<file path="config.mk">
export PLATFORM = sky130hd
export DESIGN_NAME = cache_mem_ctrl
export DESIGN_NICKNAME = d
export VERILOG_FILES = /design/src/rtl/cpu_types_pkg.sv /design/src/rtl/arb_fair_cnt.sv /design/src/rtl/cache_mem_ctrl.sv
export SDC_FILE = /design/constraint.sdc
export NUM_CORES = 1
export LEC_CHECK = 0
export ABC_AREA = 1
export ABC_CLOCK_PERIOD_IN_PS = 1280
export CORE_AREA = 2 2 132 134
export DETAILED_ROUTE_END_ITERATION = 16
export DIE_AREA = 0 0 134 136
export HOLD_SLACK_MARGIN = 0.08
export PLACE_DENSITY = 0.6
export SLEW_MARGIN = 20
export SYNTH_ARGS = -nofsm -noshare
export SYNTH_HDL_FRONTEND = slang
export SYNTH_SLANG_ARGS = --single-unit
</file>
<file path="constraint.sdc">
create_clock -name CLK -period 1.28 [get_ports CLK]
set_input_delay 0.256 -clock CLK [delete_from_list [all_inputs] [get_ports CLK]]
set_output_delay 0.256 -clock CLK [all_outputs]
set_load 0.02 [all_outputs]
</file>
<file path="src/rtl/cpu_types_pkg.sv">
// cpu_types_pkg: shared types for the cache/memory side of the CPU.
//   word_t          - 32-bit data/address word
//   ramstate_t      - RAM model handshake state
//   memctrl_state_t - cache_mem_ctrl FSM state
package cpu_types_pkg;

  typedef logic [31:0] word_t;

  typedef enum logic [1:0] {
    FREE   = 2'd0,
    BUSY   = 2'd1,
    ACCESS = 2'd2,
    ERROR  = 2'd3
  } ramstate_t;

  typedef enum logic [1:0] {
    IDLE = 2'd0,
    DSRV = 2'd1,
    ISRV = 2'd2
  } memctrl_state_t;

endpackage

</file>
<file path="src/rtl/arb_fair_cnt.sv">
// arb_fair_cnt: starvation counter for the icache side of the memory arbiter.
// Counts data grants that completed while the icache was waiting and flags
// when the limit is reached so the next grant goes to the icache.
// Ports:
//   CLK, nRST  clock, asynchronous active-low reset
//   inc        a dcache service completed while iREN was high
//   clr        icache served, or icache not requesting while idle
//   starved    count has reached STARVE_MAX
module arb_fair_cnt #(
  parameter int STARVE_MAX = 4
) (
  input  logic CLK,
  input  logic nRST,
  input  logic inc,
  input  logic clr,
  output logic starved
);

  localparam int W = (STARVE_MAX < 1) ? 1 : $clog2(STARVE_MAX + 1);
  localparam logic [W-1:0] CNT_MAX = W'(STARVE_MAX);

  logic [W-1:0] cnt;

  always_ff @(posedge CLK or negedge nRST) begin
    if (!nRST) begin
      cnt <= '0;
    end else if (clr) begin
      cnt <= '0;
    end else if (inc && (cnt != CNT_MAX)) begin
      cnt <= cnt + W'(1);
    end
  end

  assign starved = (cnt == CNT_MAX);

endmodule

</file>
<file path="src/rtl/cache_mem_ctrl.sv">
// cache_mem_ctrl: memory-side responder for the dcache/icache bus. Arbitrates
// the two caches onto a single-ported RAM and returns wait/load responses.
// Optional feature macro: MEM_CTRL_STATS_EN (per-side transaction counters).
// Ports:
//   CLK, nRST                         clock, asynchronous active-low reset
//   dREN, dWEN, daddr, dstore         dcache request (held until dwait=0)
//   dwait, dload                      dcache response
//   iREN, iaddr                       icache request
//   iwait, iload                      icache response
//   ramREN, ramWEN, ramaddr, ramstore RAM request
//   ramload, ramstate                 RAM response
//   err_cnt                           saturating count of RAM ERROR cycles
//   d_txn_cnt, i_txn_cnt              completed transactions (0 without stats)
//
// state | meaning
// IDLE  | no RAM strobes, both waits high; arbitrate pending requests
// DSRV  | dcache granted, RAM driven from live dcache inputs
// ISRV  | icache granted, RAM driven from live icache inputs
module cache_mem_ctrl
  import cpu_types_pkg::*;
#(
  parameter int STARVE_MAX = 4
) (
  input  logic        CLK,
  input  logic        nRST,
  input  logic        dREN,
  input  logic        dWEN,
  input  logic [31:0] daddr,
  input  logic [31:0] dstore,
  output logic        dwait,
  output logic [31:0] dload,
  input  logic        iREN,
  input  logic [31:0] iaddr,
  output logic        iwait,
  output logic [31:0] iload,
  output logic        ramREN,
  output logic        ramWEN,
  output logic [31:0] ramaddr,
  output logic [31:0] ramstore,
  input  logic [31:0] ramload,
  input  logic [1:0]  ramstate,
  output logic [7:0]  err_cnt,
  output logic [31:0] d_txn_cnt,
  output logic [31:0] i_txn_cnt
);

  memctrl_state_t state;
  ramstate_t      rs;
  logic           d_req;
  logic           d_live;
  logic           i_live;
  logic           d_done;
  logic           i_done;
  logic           err_hit;
  logic           starved;

  assign rs      = ramstate_t'(ramstate);
  assign d_req   = dREN | dWEN;
  // A "live" service state still has its requester asserting; otherwise the
  // request was abandoned and nothing may complete or count.
  assign d_live  = (state == DSRV) && d_req;
  assign i_live  = (state == ISRV) && iREN;
  assign d_done  = d_live && (rs == ACCESS);
  assign i_done  = i_live && (rs == ACCESS);
  assign err_hit = (d_live || i_live) && (rs == ERROR);

  arb_fair_cnt #(.STARVE_MAX(STARVE_MAX)) u_fair (
    .CLK     (CLK),
    .nRST    (nRST),
    .inc     (d_done && iREN),
    .clr     (i_done || ((state == IDLE) && !iREN)),
    .starved (starved)
  );

  always_ff @(posedge CLK or negedge nRST) begin
    if (!nRST) begin
      state   <= IDLE;
      err_cnt <= '0;
    end else begin
      case (state)
        IDLE: begin
          if (d_req && !(iREN && starved)) state <= DSRV;
          else if (iREN)                   state <= ISRV;
        end
        DSRV: if (!d_req || d_done) state <= IDLE;
        ISRV: if (!iREN || i_done)  state <= IDLE;
        default: state <= IDLE;
      endcase
      if (err_hit && (err_cnt != 8'hFF)) err_cnt <= err_cnt + 8'd1;
    end
  end

  // Strobes and loads follow the live requester inputs so an abandoned
  // request drops the RAM strobes in the same cycle.
  always_comb begin
    dwait    = 1'b1;
    iwait    = 1'b1;
    dload    = '0;
    iload    = '0;
    ramREN   = 1'b0;
    ramWEN   = 1'b0;
    ramaddr  = '0;
    ramstore = '0;
    case (state)
      DSRV: begin
        ramWEN   = dWEN;
        ramREN   = dREN & ~dWEN;
        ramaddr  = daddr;
        ramstore = dstore;
        dload    = ramload;
        dwait    = ~d_done;
      end
      ISRV: begin
        ramREN  = iREN;
        ramaddr = iaddr;
        iload   = ramload;
        iwait   = ~i_done;
      end
      default: ;
    endcase
  end

`ifdef MEM_CTRL_STATS_EN
  word_t d_cnt;
  word_t i_cnt;

  always_ff @(posedge CLK or negedge nRST) begin
    if (!nRST) begin
      d_cnt <= '0;
      i_cnt <= '0;
    end else begin
      if (d_done) d_cnt <= d_cnt + 32'd1;
      if (i_done) i_cnt <= i_cnt + 32'd1;
    end
  end

  assign d_txn_cnt = d_cnt;
  assign i_txn_cnt = i_cnt;
`else
  assign d_txn_cnt = '0;
  assign i_txn_cnt = '0;
`endif

endmodule

</file>
**Track usage over the die**

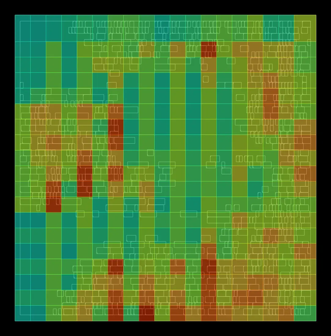
final routed wire length divided by cell count: 13.7 um
all-layer global routing usage: 0.137
met1 usage: 0.174

**Ports around the boundary**

Scale: 2 px per um. Pins as bars across the die edge, other pins in grey.
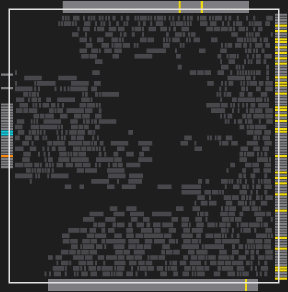
| port | colour | pins | direction | edge |
|---|---|---|---|---|
| ramREN | orange | 1 | output | west |
| iload | yellow | 32 | output | 29 east, 2 north, 1 south |
| ramstate | cyan | 2 | input | west |
all pins by edge: 114 south, 101 north, 98 east, 26 west

power groups by stage:
stage          logic, mW  registers [mW]  clock network (mW)
2_1_floorplan       5.52           0.693                   0
6_report            11.8           0.613               0.619
5_1_grt             12.5           0.624               0.644
4_1_cts             10.5           0.615               0.623
3_3_place_gp        9.02           0.610                   0
3_5_place_dp        9.04           0.610                   0
cell type report:
type	count	area, um2
multi-input combinational	356	2430
inverter	112	428
fill	1732	9750
sequential	13	328
tap	225	282
clock buffer	4	78.8
timing repair buffer	343	3570
metal layers:
| layer | routed length [um] | track usage |
|---|---|---|
| met3 | 1060 | 0.0324 |
| met5 | 0 | 0 |
| met2 | 7490 | 0.242 |
| met4 | 73 | 0.0130 |
| met1 | 5850 | 0.174 |
worst max-delay path by stage:
stage / endpoint / cells past startpoint
CTS: ramaddr[19] / 6
floorplan: ramaddr[0] / 6
global placement: ramaddr[15] / 6
detailed placement: ramaddr[15] / 6
finish: ramaddr[8] / 7
global route: ramaddr[8] / 7
critical path, stage by stage, from the launching register on:
cell and delay [ns]:
dfrtp_1 0.39, inv_2 0.10, ha_4 0.22, buf_12 0.15
buf_16 0.16, nand2_4 0.06, a21oi_4 0.12, buf_6 0.13
metrics by stage:
step / utilization / hold WS (ns) / instance area, um2 / setup WS [ns]
5_1_grt: 0.422 / 0.351 / 7130 / -0.627
6_report: 0.422 / 0.320 / 7130 / -0.569
4_1_cts: 0.387 / 0.330 / 6530 / -0.593
2_1_floorplan: - / -0.0396 / 3390 / -0.135
3_5_place_dp: 0.362 / 0.512 / 6100 / -0.805
3_3_place_gp: 0.362 / 0.508 / 6100 / -0.798
timing repair:
item	CTS	global route
gates resized	715	161
pin swaps	3	24
buffers inserted	13	3
endpoints found under the setup margin	153	153
endpoints found under the hold margin	0	0
gates cloned	7	5
logic make-up after synthesis:
group / Yosys count / share of synthesized area
compound gates: 36 / 0.0700
xor+xnor: 4 / 0.0134
fa+ha+maj: 6 / 0.0288
buf+inv: 197 / 0.384
flops: 13 / 0.125
other cells: 1 / 0.00144
simple gates: 246 / 0.377
flip-flops by register name, summed over array words and instances, names as in the netlist:
signal,count
u_fair.cnt,3
state,2
err_cnt,8
layout by cell type (no fill, tap or decap), types with 3 or more instances in the layout:
| cell type | n |
|---|---|
| conb_1 | 64 |
| clkbuf_16 | 8 |
| o21ai_0 | 3 |
| nand2_1 | 129 |
| nand2_4 | 46 |
| nand3_1 | 7 |
| buf_2 | 27 |
| ha_4 | 4 |
| inv_1 | 11 |
| buf_16 | 7 |
| a21oi_4 | 32 |
| nor2_1 | 8 |
| nand2_2 | 41 |
| nor2_4 | 4 |
| nand3_2 | 4 |
| dlymetal6s2s_1 | 8 |
| buf_4 | 66 |
| inv_2 | 99 |
| clkdlybuf4s50_1 | 134 |
| dfrtp_1 | 11 |
| buf_12 | 11 |
| buf_6 | 83 |
==> writeup.txt <==
The flow ran to the end, but the final reports show violations. The checks that failed: setup timing. The flip-flop and latch count after synthesis was 13; the number of sinks driven by the clock tree was 13.

With the portion of total power attributed to combinational logic at 0.905, the total number of warnings across the stage logs is 32. The floorplan-stage core utilization came out at 0.155. Looking at the critical path, the highest net fanout was 8.

The most common cell in the synthesized netlist is nand2_1. With the number of setup violations in the final report at 145, the number of diodes added for antenna fixing is 0. Setup repair after global routing could not meet its margin everywhere. The run gives 0 for the initial antenna violation count. The logs give 23 for the count of different cell masters after synthesis and 1 for the maximum level of the CTS H-tree.

For the minimum setup slack in the final design, the log shows -0.569 ns. The area recorded from the Yosys report for this design is 2610 um2. For this design, Yosys synthesis ends with a cell count of 503. The final-report hold violation count is 0, and the count of buffers inserted at the top-level ports is 274. Counting flops with a built-in enable in the synthesized netlist gives 0.

TritonCTS built the clock tree. The run gives 339 as the number of I/O pins. Based on the critical path, the design can be clocked at up to 541 MHz. The power report puts the leakage power at 3.95 nW.

The number of maximum-capacitance violations recorded for the run is 0. Most instantiated flip-flop cell in the synthesis netlist: dfrtp_1. The overall overflow remaining after global route came out at 0. The routability congestion estimate came out at 0.834.
Power figures rest on the tool's default switching activity, not on a simulated workload.
